<file path="config.mk">
export PLATFORM = sky130hd
export DESIGN_NAME = posit_vector_engine
export DESIGN_NICKNAME = d
export VERILOG_FILES = /design/src/rtl/posit_vector_engine_pkg.sv /design/src/rtl/posit_vector_engine_byte_shifter.sv /design/src/rtl/posit_vector_engine.sv
export SDC_FILE = /design/constraint.sdc
export NUM_CORES = 1
export LEC_CHECK = 0
export CORE_UTILIZATION = 41
export CTS_CLUSTER_DIAMETER = 150
export DETAILED_ROUTE_END_ITERATION = 7
export GPL_TIMING_DRIVEN = 1
export PLACE_DENSITY = 0.65
export SLEW_MARGIN = 20
export SYNTH_ARGS = -nofsm -noshare
export SYNTH_HDL_FRONTEND = slang
export SYNTH_SLANG_ARGS = --single-unit
</file>
<file path="constraint.sdc">
create_clock -name clock -period 4.33 [get_ports clock]
set_input_delay 1.0825 -clock clock [delete_from_list [all_inputs] [get_ports clock]]
set_output_delay 1.0825 -clock clock [all_outputs]
set_load 0.005 [all_outputs]
</file>
<file path="src/rtl/posit_vector_engine_pkg.sv">
// Shared types for the posit vector engine: controller states, op codes and
// the element byte-count helper.
package posit_vector_engine_pkg;

    typedef enum logic [2:0] {
        S_IDLE,
        S_READ_A,
        S_READ_B,
        S_ISSUE,
        S_WAIT_RES,
        S_WRITE,
        S_DONE
    } state_t;

    localparam logic [1:0] OP_ADD  = 2'b00;
    localparam logic [1:0] OP_SUB  = 2'b01;
    localparam logic [1:0] OP_MUL  = 2'b10;
    localparam logic [1:0] OP_RSVD = 2'b11;

    function automatic int bytes_of(input int nbits);
        return nbits / 8;
    endfunction

endpackage

</file>
<file path="src/rtl/posit_vector_engine_byte_shifter.sv">
// Byte-level view of an NBITS posit word: inserts one little-endian byte into
// a word being assembled, and picks one byte out of a word being serialised.
module posit_byte_shifter
    import posit_vector_engine_pkg::*;
#(
    parameter int NBITS = 32,
    parameter int SEL_W = 3
) (
    input  logic [NBITS-1:0] asm_word,
    input  logic [7:0]       asm_byte,
    input  logic [SEL_W-1:0] asm_sel,
    output logic [NBITS-1:0] asm_out,
    input  logic [NBITS-1:0] ser_word,
    input  logic [SEL_W-1:0] ser_sel,
    output logic [7:0]       ser_byte
);
    localparam int BYTES = bytes_of(NBITS);

    always_comb begin
        asm_out = asm_word;
        for (int k = 0; k < BYTES; k++) begin
            if (asm_sel == SEL_W'(k)) asm_out[k*8 +: 8] = asm_byte;
        end
    end

    always_comb begin
        ser_byte = '0;
        for (int k = 0; k < BYTES; k++) begin
            if (ser_sel == SEL_W'(k)) ser_byte = ser_word[k*8 +: 8];
        end
    end

endmodule

</file>
<file path="src/rtl/posit_vector_engine.sv">
// Element-wise posit vector controller: streams operands byte-wise from memory,
// hands them to an external posit unit, and writes results back byte-wise.
module posit_vector_engine
    import posit_vector_engine_pkg::*;
#(
    parameter int NBITS  = 32,
    parameter int ADDR_W = 12
) (
    input  logic              clock,
    input  logic              reset,
    input  logic              io_start,
    input  logic [1:0]        io_op,
    input  logic [ADDR_W-1:0] io_src_a_address,
    input  logic [ADDR_W-1:0] io_src_b_address,
    input  logic [ADDR_W-1:0] io_dst_address,
    input  logic [7:0]        io_length,
    output logic [ADDR_W-1:0] io_address_to_access,
    input  logic [7:0]        io_read_data,
    output logic [7:0]        io_write_data,
    output logic              io_write_enable,
    output logic              io_busy,
    output logic              io_completed,
    output logic              io_error,
    output logic              io_unit_valid,
    input  logic              io_unit_ready,
    output logic [1:0]        io_unit_op,
    output logic [NBITS-1:0]  io_unit_a,
    output logic [NBITS-1:0]  io_unit_b,
    input  logic              io_unit_result_valid,
    input  logic [NBITS-1:0]  io_unit_result
);
    localparam int BYTES = bytes_of(NBITS);
    localparam int CNT_W = $clog2(BYTES + 1);

    state_t            state, state_next;
    logic [CNT_W-1:0]  cnt;
    logic [7:0]        idx, len;
    logic              start_q, error_r;
    logic [1:0]        op_r;
    logic [ADDR_W-1:0] src_a, src_b, dst, elem_off;
    logic [NBITS-1:0]  a_r, b_r, res_r, asm_out;
    logic [7:0]        ser_byte;
    logic              start_edge, read_last, write_last, elem_last;

    assign start_edge = io_start && !start_q;
    assign read_last  = (cnt == CNT_W'(BYTES));
    assign write_last = (cnt == CNT_W'(BYTES - 1));
    assign elem_last  = (idx == len - 8'd1);
    // Element offset wraps with the address width; wrap-around is legal.
    assign elem_off   = ADDR_W'(32'(idx) * BYTES);

    posit_byte_shifter #(.NBITS(NBITS), .SEL_W(CNT_W)) u_shifter (
        .asm_word ((state == S_READ_B) ? b_r : a_r),
        .asm_byte (io_read_data),
        .asm_sel  (cnt - CNT_W'(1)),
        .asm_out  (asm_out),
        .ser_word (res_r),
        .ser_sel  (cnt),
        .ser_byte (ser_byte)
    );

    always_ff @(posedge clock) begin
        if (reset) state <= S_IDLE;
        else       state <= state_next;
    end

    always_comb begin
        state_next = state;
        case (state)
            S_IDLE:     if (start_edge) state_next = (io_length == 8'd0 || io_op == OP_RSVD)
                                                     ? S_DONE : S_READ_A;
            S_READ_A:   if (read_last) state_next = S_READ_B;
            S_READ_B:   if (read_last) state_next = S_ISSUE;
            S_ISSUE:    if (io_unit_ready) state_next = S_WAIT_RES;
            S_WAIT_RES: if (io_unit_result_valid) state_next = S_WRITE;
            S_WRITE:    if (write_last) state_next = elem_last ? S_DONE : S_READ_A;
            S_DONE:     if (!io_start) state_next = S_IDLE;
            default:    state_next = S_IDLE;
        endcase
    end

    // Registered start resets high so a start held through reset is not an edge.
    always_ff @(posedge clock) begin
        if (reset) begin
            cnt     <= '0;
            idx     <= '0;
            start_q <= 1'b1;
            error_r <= 1'b0;
            op_r    <= '0;
            a_r     <= '0;
            b_r     <= '0;
        end else begin
            start_q <= io_start;
            if (state_next != state) cnt <= '0;
            else if (state inside {S_READ_A, S_READ_B, S_WRITE}) cnt <= cnt + CNT_W'(1);
            if (state == S_IDLE && start_edge) begin
                op_r    <= io_op;
                idx     <= '0;
                error_r <= (io_op == OP_RSVD);
            end
            if (state == S_READ_A && cnt != '0) a_r <= asm_out;
            if (state == S_READ_B && cnt != '0) b_r <= asm_out;
            if (state == S_WRITE && write_last && !elem_last) idx <= idx + 8'd1;
        end
    end

    always_ff @(posedge clock) begin
        if (state == S_IDLE && start_edge) begin
            src_a <= io_src_a_address;
            src_b <= io_src_b_address;
            dst   <= io_dst_address;
            len   <= io_length;
        end
        if (state == S_WAIT_RES && io_unit_result_valid) res_r <= io_unit_result;
    end

    // The capture-only last read cycle drives no address.
    always_comb begin
        io_address_to_access = '0;
        io_write_data        = '0;
        io_write_enable      = 1'b0;
        io_busy              = 1'b1;
        io_completed         = 1'b0;
        io_unit_valid        = 1'b0;
        case (state)
            S_IDLE:   io_busy = 1'b0;
            S_READ_A: if (!read_last) io_address_to_access = src_a + elem_off + ADDR_W'(cnt);
            S_READ_B: if (!read_last) io_address_to_access = src_b + elem_off + ADDR_W'(cnt);
            S_ISSUE:  io_unit_valid = 1'b1;
            S_WRITE: begin
                io_write_enable      = 1'b1;
                io_write_data        = ser_byte;
                io_address_to_access = dst + elem_off + ADDR_W'(cnt);
            end
            S_DONE: begin
                io_busy      = 1'b0;
                io_completed = 1'b1;
            end
            default: ;
        endcase
    end

    assign io_error   = error_r;
    assign io_unit_op = op_r;
    assign io_unit_a  = a_r;
    assign io_unit_b  = b_r;

endmodule

</file>
Fig. 1: run 1, clock wiring as the flow saved it
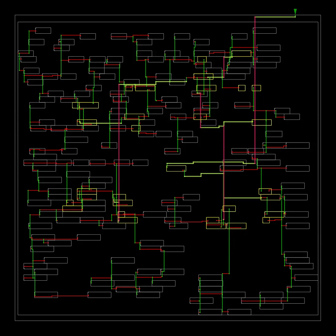
layout clock buffer count: 18
worst clock skew: 0.0149 ns
power dissipated in the clock network: 1.53 mW
insertion delay at the late pin of the worst-skew pair: 0.44 ns
total clock buffers created by CTS: 17

Fig. 2: run 1, sizing map
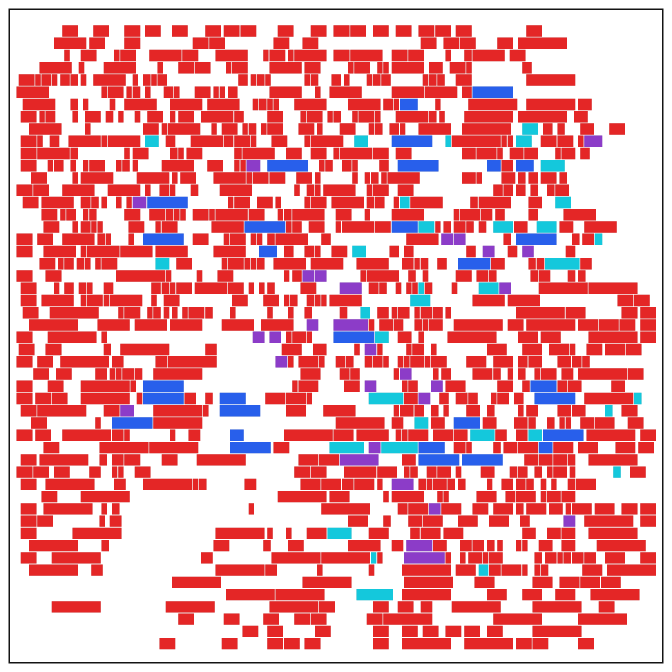
| color | size | cells | most used |
|---|---|---|---|
| cyan | x2 | 33 | a21oi_2 |
| purple | x3 and x4 | 29 | buf_4 |
| red | x1 and smaller | 941 | clkdlybuf4s50_1 |
| blue | x6 and larger | 30 | clkbuf_16 |

==> GITHUB_STEP_SUMMARY, run 1 <==
### Metrics collected by this job

| Metric | Value |
|---|---|
| Fraction of final layout cells with drive strength greater than 1 | `under 10%` |
| Slew Viols, Final | `0` |
| Detail-routed net length per standard cell | `between 15 and 20 µm` |
| Fraction of area in clock buffers and inverters | `about 5.6%` |
| Count of pins on the block boundary | `around 180` |
| Width of the die | `between 100 and 150 µm` |
| HP Class | `register to register` |
| Area Growth Syn to Fin | `33.2%` |
| Avg Cell Area, Syn | `slightly below 10 µm²` |
| Sequential share of the synthesized area | `47.0%` |
| CP peak stage delay | `between 0.5 and 0.6 ns` |
| Number of inverters outside the clock class in the layout | `24` |
| ANT nets after route | `0` |
| Final RePlAce weighted congestion | `around 0.85` |
| Global-route wire length before repair | `34000 µm` |
| Routed via count divided by cell count | `5.16` |
| Multi-input gate share of the layout cell area | `a little under two fifths` |
| Ys Warns | `0` |
| Buffers excl. clock | `200` |
| Multiplexer share of the synthesized area | `4.19%` |
| Met1 WL | `approximately 9600 µm` |
| Ratio of final minimum period to clock period | `98.7%` |
| P_seq | `around 1.6 mW` |
| Setup violation total in the final timing report | `0` |
| Setup Fix Bufs, Post-CTS | `1` |
| Worst Max-Slew Pin Slew | `approximately 0.85 ns` |
| Biggest fanout along the worst timing path | `4` |
| Slack of the worst reg-to-reg path | `1.55 ns` |
| Critical-path cell list | `fa_1, inv_1, fa_2, nor2b_1, o21a_1, o211ai_1, a31oi_1, buf_4, o31a_1, xnor2_1, o221ai_1, buf_2` |
| Tmin final | `4.27 ns` |
| Number of cells upsized or downsized after cts | `13` |
| Layer with the highest usage | `met2` |
| Dpl cell area | `0.0104 mm²` |
| Final non-filler cell area | `between 0.01 and 0.015 mm²` |
| Global routing met1 resource utilization | `between 20% and 30%` |
| Fin Setup TNS | `0 ns` |
| Top class by area | `combinational gates` |
| Overall chip area | `approximately 0.021 mm²` |
| Netlist cell types | `approximately 67` |
| Post-synthesis instance total | `between 800 and 900` |
| Drt pass-1 iters | `6` |
| Total Nets Final | `about 1200` |
| # hold bufs at CTS | `0` |
| Total global-route track usage | `21.5%` |
| Highest-power group | `registers` |
| Required time of the worst setup path | `~3.3 ns` |
| Hold Crit Depth | `2` |
| Max-Cap Viols | `0` |
| Fraction of area in registers | `between 30% and 40%` |
| Inst Count DP | `around 1300` |
| Reg clk slew, reported paths | `0.07 ns` |
| DRT iter0 DRCs | `317` |
| Result of the run | `finished, final reports clean` |
| IR Drop Worst-Case VDD | `0.246 mV` |
| DIE HEIGHT | `about 140 µm` |
Fig. 3: run 1, cell classes on the final placement
Bar = 50 µm.
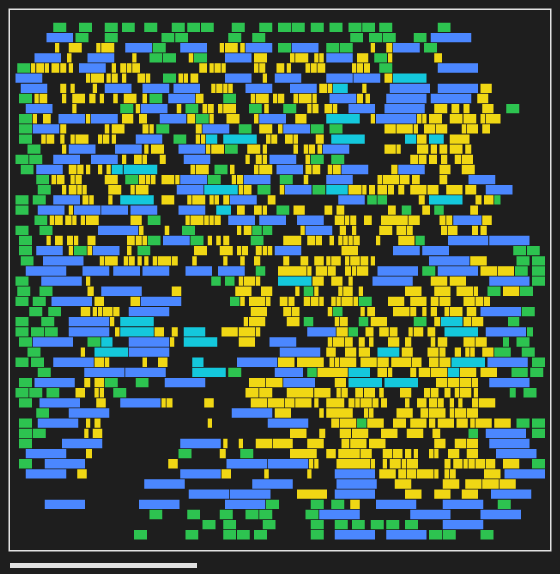
| color | class | cells |
|---|---|---|
| yellow | remaining logic cells | 643 |
| cyan | clock drivers and dummy loads | 32 |
| blue | sequential cells | 158 |
| green | remaining buffers and delay cells | 200 |

Fig. 4: run 1, clock network drawn from the DEF
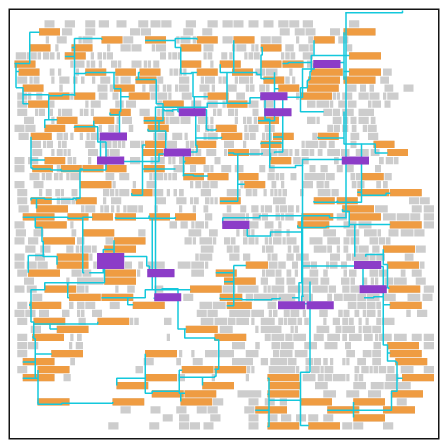
[purple] clock-net drivers | count: 17
[cyan] clock wires | length: 2090 µm
[orange] flip-flops | count: 158
routed clock nets: 18
clock share of power: 44.8%

==> run 2: changes to the inputs <==
--- a/config.mk
+++ b/config.mk
@@ -5,6 +5,7 @@
 export SDC_FILE = /design/constraint.sdc
 export NUM_CORES = 1
 export LEC_CHECK = 0
+export ABC_CLOCK_PERIOD_IN_PS = 4330
 export CORE_UTILIZATION = 41
 export CTS_CLUSTER_DIAMETER = 150
 export DETAILED_ROUTE_END_ITERATION = 7
Fig. 5: run 2, clock network drawn from the DEF
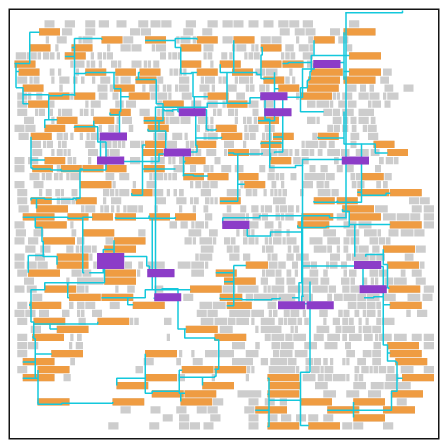
[orange] flip-flops | count: 158
[cyan] clock wires | length: 2090 µm
[purple] clock-net drivers | count: 17
routed clock nets: 18
flops lie: all over the die

Fig. 6: run 2, metal 1
Supply wires on this layer in gray. Cells faint in the background.
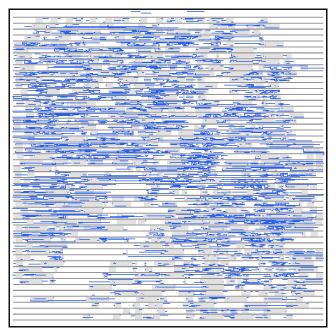
main direction: horizontal
share of all routed wire: 44%
longest straight run: 43.2 µm
nets with wire on the layer: 1080
post-detailed-routing wire length: 21900 µm
global routing met1 resource utilization: 27.1%
routed via count: 6698

==> run 2 against run 1 <==
Net effect:
- synthesized area is the same
- count of clock-buffer cells in the layout unchanged
- final area unchanged
- clock skew unchanged
- flip-flop count unchanged
- critical endpoint unchanged
- highest routed layer unchanged
==> GITHUB_STEP_SUMMARY, run 2 <==
### Metrics collected by this job

| Metric | Value |
|---|---|
| Result of the run | `finished, final reports clean` |
| Fraction of area in registers | `35.3% (unchanged)` |
| Highest-power group | `registers` |
| Worst Max-Slew Pin Slew | `0.849 ns (unchanged)` |
| Fraction of area in clock buffers and inverters | `5.55% (unchanged)` |
| Detail-routed net length per standard cell | `16.8 µm (unchanged)` |
| IR Drop Worst-Case VDD | `0.246 mV (unchanged)` |
| Slack of the worst reg-to-reg path | `1.55 ns (about the same)` |
| Required time of the worst setup path | `3.25 ns (about the same)` |
| Ratio of final minimum period to clock period | `98.7% (unchanged)` |
| Fin Setup TNS | `0 ns (unchanged)` |
| Reg clk slew, reported paths | `0.07 ns (about the same)` |
| Routing usage on met3 | `under 10%` |
| Setup Fix Bufs, Post-CTS | `1 (unchanged)` |
| P_seq | `1.60 mW (about the same)` |
| Reg area | `between 0.003 and 0.004 mm²` |
| Final RePlAce weighted congestion | `0.852 (unchanged)` |
| ANT nets after route | `0 (unchanged)` |
| HP Class | `register to register` |
| Largest net degree at the start of global routing | `78` |
| Post-synthesis instance total | `842 (unchanged)` |
| Number of cells upsized or downsized after cts | `13 (unchanged)` |
| Ys Warns | `0 (unchanged)` |
| Sequential share of the synthesized area | `47.0% (unchanged)` |
| Top class by area | `combinational gates` |
| Multi-input gate share of the layout cell area | `37.9% (unchanged)` |
| Count of pins on the block boundary | `182 (unchanged)` |
| Final non-filler cell area | `0.0111 mm² (unchanged)` |
| Total Nets Final | `1183 (unchanged)` |
| Width of the die | `145 µm (unchanged)` |
| DRT iter0 DRCs | `317 (unchanged)` |
| Arrival time of data at the critical path endpoint | `approximately 3.2 ns` |
| Drt pass-1 iters | `6 (unchanged)` |
| Biggest fanout along the worst timing path | `4 (unchanged)` |
| Critical-path cell list | `fa_1, inv_1, fa_2, nor2b_1, o21a_1, o211ai_1, a31oi_1, buf_4, o31a_1, xnor2_1, o221ai_1, buf_2` |
| Fraction of final layout cells with drive strength greater than 1 | `8.91% (unchanged)` |
| Met1 WL | `9580 µm (unchanged)` |
| Clock share of power | `44.8% (about the same)` |
| Slew Viols, Final | `0 (unchanged)` |
| Static Leak | `between 4 and 5 nW` |
| Number of inverters outside the clock class in the layout | `24 (unchanged)` |
| Main logic family | `simple AND/OR/NAND/NOR gates` |
| Dpl cell area | `0.0104 mm² (unchanged)` |
| Highest-count cells in the layout ignoring fill and taps | `sky130_fd_sc_hd__clkdlybuf4s50_1, sky130_fd_sc_hd__nor2_1, sky130_fd_sc_hd__dfxtp_1` |
| Area Growth Syn to Fin | `33.2% (unchanged)` |
| Tmin final | `4.27 ns (unchanged)` |
| Netlist cell types | `67 (unchanged)` |
| Hold Crit Depth | `2 (unchanged)` |
| Global-route wire length before repair | `34000 µm (unchanged)` |
| Total global-route track usage | `21.5% (unchanged)` |
| Power dissipated in the clock network | `1.53 mW (about the same)` |
| Insertion delay at the late pin of the worst-skew pair | `0.44 ns (about the same)` |
| Total clock buffers created by CTS | `17 (unchanged)` |
| Buffers excl. clock | `200 (unchanged)` |
| Overall chip area | `0.0210 mm² (unchanged)` |
| Multiplexer share of the synthesized area | `4.19% (unchanged)` |
| Max-Cap Viols | `0 (unchanged)` |
| Setup violation total in the final timing report | `0 (unchanged)` |
| Worst Setup Slack, final | `0.0560 ns` |
| CP peak stage delay | `0.56 ns (about the same)` |
| DIE HEIGHT | `145 µm (unchanged)` |
| IO Port Bufs | `about 180` |
| Routed via count divided by cell count | `5.16 (unchanged)` |
| Worst setup path end | `io_address_to_access[11]` |
| Layer with the highest usage | `met2` |
| # hold bufs at CTS | `0 (unchanged)` |
| Inst Count DP | `1263 (unchanged)` |
==> run 3: changes to the inputs <==
--- a/config.mk
+++ b/config.mk
@@ -7,7 +7,7 @@
 export LEC_CHECK = 0
 export ABC_CLOCK_PERIOD_IN_PS = 4330
 export CORE_UTILIZATION = 41
-export CTS_CLUSTER_DIAMETER = 150
+export CTS_BUF_LIST = sky130_fd_sc_hd__clkbuf_16
 export DETAILED_ROUTE_END_ITERATION = 7
 export GPL_TIMING_DRIVEN = 1
 export PLACE_DENSITY = 0.65
Fig. 7: run 3, metal 1
Supply wires on this layer in gray. Cells faint in the background.
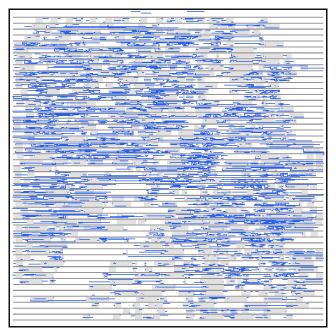
longest straight run: 43.2 µm
nets with wire on the layer: 1080
wire length on this layer: 9580 µm
main direction: horizontal
share of all routed wire: 44%

Fig. 8: run 3, sizing map
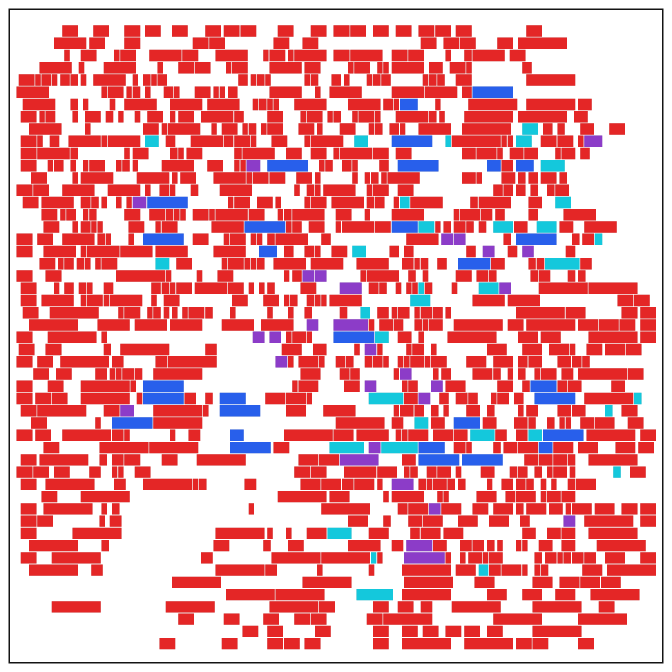
| color | size | cells | most used |
|---|---|---|---|
| cyan | x2 | 33 | a21oi_2 |
| purple | x3 and x4 | 29 | buf_4 |
| blue | x6 and larger | 30 | clkbuf_16 |
| red | x1 and smaller | 941 | clkdlybuf4s50_1 |
final non-filler cell area: 0.0111 mm²
Buffers excl. clock: 200

==> run 3 against run 2 <==
Net effect:
- flip-flop count stayed put
- power stayed put
- die size stayed put
- sequential power hardly changed
- worst hold slack stayed put
- final area stayed put
- via count stayed put
- synthesized area stayed put
- first-iteration DRC count stayed put
- setup slack stayed put
- sequential share of layout area stayed put
- critical endpoint unchanged
- largest power group unchanged
- highest routed layer unchanged
==> GITHUB_STEP_SUMMARY, run 3 <==
### Metrics collected by this job

| Metric | Value |
|---|---|
| Result of the run | `finished, final reports clean` |
| Multiplexer share of the synthesized area | `4.19% (unchanged)` |
| Insertion delay at the late pin of the worst-skew pair | `0.44 ns (about the same)` |
| Setup Fix Bufs, Post-CTS | `1 (unchanged)` |
| Slew Viols, Final | `0 (unchanged)` |
| Arrival time of data at the critical path endpoint | `3.19 ns (about the same)` |
| Reg area | `0.00393 mm² (unchanged)` |
| Main logic family | `simple AND/OR/NAND/NOR gates` |
| Global-route wire length before repair | `34000 µm (unchanged)` |
| Required time of the worst setup path | `3.25 ns (about the same)` |
| Sequential share of the synthesized area | `47.0% (unchanged)` |
| Worst Setup Slack, final | `0.0560 ns (unchanged)` |
| CP peak stage delay | `0.56 ns (about the same)` |
| Dpl cell area | `0.0104 mm² (unchanged)` |
| Slack of the worst reg-to-reg path | `1.55 ns (about the same)` |
| Critical-path cell list | `fa_1, inv_1, fa_2, nor2b_1, o21a_1, o211ai_1, a31oi_1, buf_4, o31a_1, xnor2_1, o221ai_1, buf_2` |
| Reg clk slew, reported paths | `0.07 ns (about the same)` |
| Overall chip area | `0.0210 mm² (unchanged)` |
| Total Nets Final | `1183 (unchanged)` |
| Highest-count cells in the layout ignoring fill and taps | `sky130_fd_sc_hd__clkdlybuf4s50_1, sky130_fd_sc_hd__nor2_1, sky130_fd_sc_hd__dfxtp_1` |
| Total global-route track usage | `21.5% (unchanged)` |
| Tmin final | `4.27 ns (unchanged)` |
| Post-synthesis instance total | `842 (unchanged)` |
| Highest-power group | `registers` |
| Fraction of area in clock buffers and inverters | `5.55% (unchanged)` |
| Layer with the highest usage | `met2` |
| Netlist cell types | `67 (unchanged)` |
| Total clock buffers created by CTS | `17 (unchanged)` |
| Largest net degree at the start of global routing | `78 (unchanged)` |
| Clock share of power | `44.8% (about the same)` |
| Worst Max-Slew Pin Slew | `0.849 ns (unchanged)` |
| Cell with the most instances after synthesis | `sky130_fd_sc_hd__nor2_1` |
| IR Drop Worst-Case VDD | `0.246 mV (unchanged)` |
| Static Leak | `4.59 nW (unchanged)` |
| Ratio of final minimum period to clock period | `98.7% (unchanged)` |
| Worst setup path end | `io_address_to_access[11]` |
| Global routing met1 resource utilization | `27.1% (unchanged)` |
| Final RePlAce weighted congestion | `0.852 (unchanged)` |
| DRT iter0 DRCs | `317 (unchanged)` |
| HP Class | `register to register` |
| Post-detailed-routing wire length | `21900 µm (unchanged)` |
| Total overflow reported by the global router | `0` |
| Fraction of area in registers | `35.3% (unchanged)` |
| Inst Count DP | `1263 (unchanged)` |
| Count of pins on the block boundary | `182 (unchanged)` |
| Drt pass-1 iters | `6 (unchanged)` |
| Biggest fanout along the worst timing path | `4 (unchanged)` |
| Ys Warns | `0 (unchanged)` |
| Routed via count | `6698 (unchanged)` |
| Routing usage on met3 | `5.07% (unchanged)` |
| Top class by area | `combinational gates` |
| IO Port Bufs | `181 (unchanged)` |
| DIE HEIGHT | `145 µm (unchanged)` |
| Number of inverters outside the clock class in the layout | `24 (unchanged)` |
| ANT nets after route | `0 (unchanged)` |
| Hold Crit Depth | `2 (unchanged)` |
| Area Growth Syn to Fin | `33.2% (unchanged)` |
| Met1 WL | `9580 µm (unchanged)` |
| Power dissipated in the clock network | `1.53 mW (about the same)` |
| P_seq | `1.60 mW (about the same)` |
Power figures rest on the tool's default switching activity, not on a simulated workload.
